run_1/placed.png
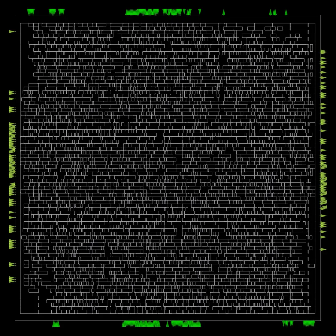
run_1/class_map.png
Drawn at 2 px/um.
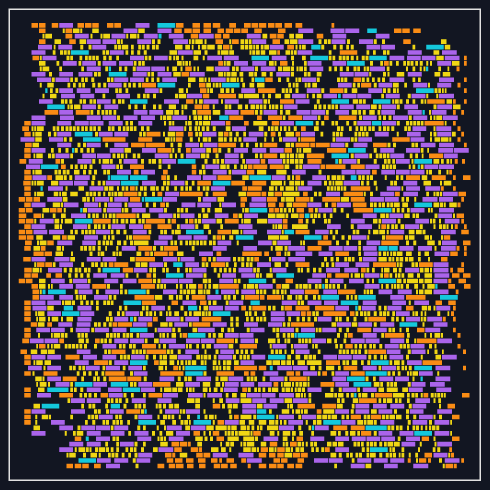
run_1/ff_map.png
Drawn at 1.5 px/um. Other sequential cells in the stronger grey, the rest of the logic in the fainter grey.
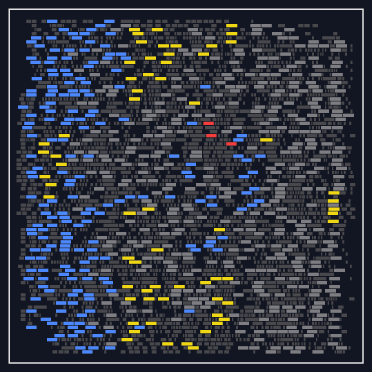
==> config.mk <==
export PLATFORM = sky130hd
export DESIGN_NAME = stride_commutator_flat
export DESIGN_NICKNAME = d
export VERILOG_FILES = /design/src/rtl/stride_commutator_if.sv /design/src/rtl/stride_commutator.sv /design/src/flat_wrapper.sv
export SDC_FILE = /design/constraint.sdc
export NUM_CORES = 1
export LEC_CHECK = 0
export CORE_MARGIN = 4
export CORE_UTILIZATION = 51
export DETAILED_ROUTE_END_ITERATION = 8
export PLACE_DENSITY_LB_ADDON = 0.08
export SYNTH_ARGS = -nofsm -noshare
export SYNTH_HDL_FRONTEND = slang
export SYNTH_SLANG_ARGS = --single-unit
==> constraint.sdc <==
create_clock -name clk -period 1.33 [get_ports clk]
set_input_delay 0.266 -clock clk [delete_from_list [all_inputs] [get_ports clk]]
set_output_delay 0.266 -clock clk [all_outputs]
set_load 0.01 [all_outputs]
==> out/metrics.cfg, run 1 <==
[outcome]
outcome = finished, violations left
violations = negative setup slack

[timing]
fin_ws_ns = -0.246
clock_skew_ns = 0.0165
setup_violations = 659
fin_setup_tns_ns = -95.82
fin_hold_ws_ns = 0.140

[pwr]
p_int_mw = 33.1
maxPowerGroup = registers
finalPower_mw = 42.8
power_clock_mw = 19.2

[placed_design]
io_buffers = 261

[synth]
netlist_area_sq_um = 26200
postSynthSeqShare_pct = 49.8
ys_cells = 3174
edf_count = 0

[final_layout]
ff_count = 652
final_cell_count_no_fill = 4129
multi_input_comb_cells = 2100
sh_comb_area_pct = 34.1

[worst_setup_path]
critical_path_required_ns = 1.77
end_kind = flop
cp_cell_sequence = nor2b_4 -> buf_6 -> buf_12 -> buf_12 -> buf_16 -> o31ai_1 -> a21oi_1

[global_route]
grt.met3_usage_pct = 4.26
antenna_found_initial = 2

[cts]
cts_hold_buffers = 0

[detailed_routing]
viasPerCell = 5.87
drt_wl_total_um = 80800

Notes on placed.png above:
Row Count: 82
Core Area: 50500 sq um

Notes on class_map.png above:
Key: orange = remaining buffers and delay cells [cells 513]; yellow = remaining logic cells [cells 2171]; cyan = clock drivers and dummy loads [cells 119]; purple = registers [cells 652]
fin area: 35100 sq um
sequential share of cell area: 37.6%
fin util: 69.6%

Notes on ff_map.png above:
Key: red = `u_core.dcnt` [placed flops 3]; yellow = `u_core.bus.out_1` [placed flops 64]; blue = `u_core.u_dl1.sr` [placed flops 192]
flip-flop and latch area: 13200 sq um
Seq group: 20.4 mW

run_1/sizing.png
Drawn at 1.5 px/um.
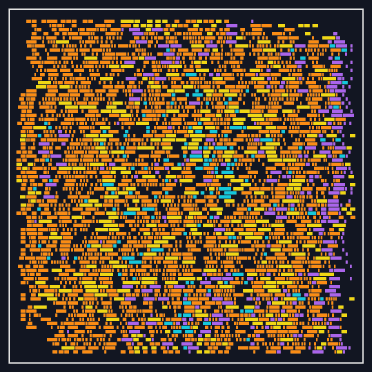

--- run 2 (diff from run 1) ---
--- a/config.mk
+++ b/config.mk
@@ -5,8 +5,9 @@
 export SDC_FILE = /design/constraint.sdc
 export NUM_CORES = 1
 export LEC_CHECK = 0
+export CORE_ASPECT_RATIO = 1.1
 export CORE_MARGIN = 4
-export CORE_UTILIZATION = 51
+export CORE_UTILIZATION = 50
 export DETAILED_ROUTE_END_ITERATION = 8
 export PLACE_DENSITY_LB_ADDON = 0.08
 export SYNTH_ARGS = -nofsm -noshare
run_2/sizing.png
Drawn at 1.5 px/um.
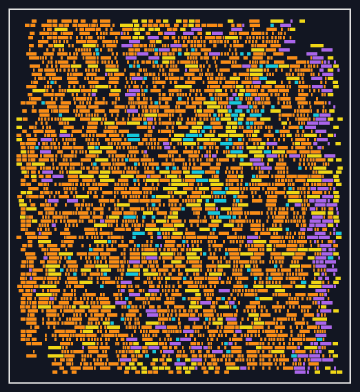
Key: orange = x1 and smaller [cells 2759, most used dfxtp_1]; cyan = x3 and x4 [cells 138, most used buf_4]; yellow = x6 and larger [cells 303, most used buf_6]; purple = x2 [cells 214, most used dfxtp_2]
fin area: 33800 sq um
setup slack after layout: -0.267 ns
Non-CTS buffers: 473
P&R area growth vs syn: 28.9%

run_2/ff_map.png
Drawn at 1.5 px/um. Other sequential cells in the stronger grey, the rest of the logic in the fainter grey.
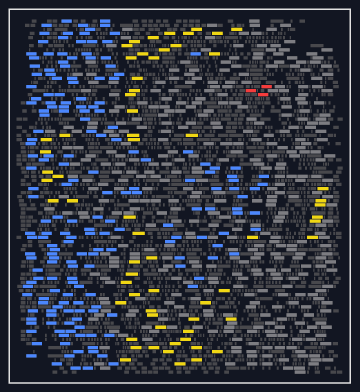
Key: yellow = `u_core.bus.out_1` [placed flops 64]; blue = `u_core.u_dl1.sr` [placed flops 192]; red = `u_core.dcnt` [placed flops 3]
Another 393 sequential cells are not coloured.
flip-flop and latch area: 13300 sq um
sequential share of cell area: 39.2%
fin util: 65.5%

==> run 2 against run 1 <==
The run still ends with negative setup slack left. Maximum frequency fell by 1.3%. Sequential share of layout area up 1.6 points. Synthesized cell count stayed put. First-iteration DRC count is 24% lower. Utilization shrank 4.1 points. Clock power down 2%. Largest power group unchanged.
==> out/metrics.cfg, run 2 <==
[outcome]
outcome = finished, violations left
violations = negative setup slack

[cts]
cts_hold_buffers = 0
cts_resized = 859

[final_layout]
multi_input_comb_cells = 2101
sh_comb_area_pct = 34.4
clkbuf_count = 95
final_cell_count_no_fill = 4086

[timing]
fin_ws_ns = -0.267
setup_violations = 647
clock_skew_ns = 0.0156
fin_setup_tns_ns = -88.02

[worst_setup_path]
critical_path_required_ns = 1.06
cp_top_family = flip-flops
cp_cell_sequence = nor2b_4 -> buf_12 -> inv_8 -> buf_6
start_kind = flop
cpMaxStageDelayCell = dfxtp_4

[synth]
netlist_area_sq_um = 26200
ys_top_cells_by_area = dfxtp_1 (50%), a21oi_1 (9.9%), o21ai_0 (9.8%)
edf_count = 0
ys_cells = 3174
postSynthSeqShare_pct = 49.8

[detailed_routing]
drt_wl_total_um = 78300
viasPerCell = 5.84

[pwr]
vdd_drop_max_mv = 0.814
maxPowerGroup = registers
p_seq_mw = 20.4
p_int_mw = 32.6
power_clock_mw = 18.8
comb_power_share_pct = 7.4
finalPower_mw = 42.3

[global_route]
antenna_found_initial = 7
grt.met3_usage_pct = 4.18

[placed_design]
io_buffers = 261
placed_area_sq_um = 30300

[die]
fp_util_pct = 50.8

run_2/placed.png
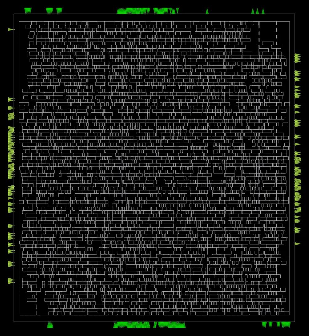
Core Area: 51600 sq um
filler cell count: 4357
TAP cells: 667
flip-flops: 652
Row Count: 87

Power and IR drop assume default switching activity.
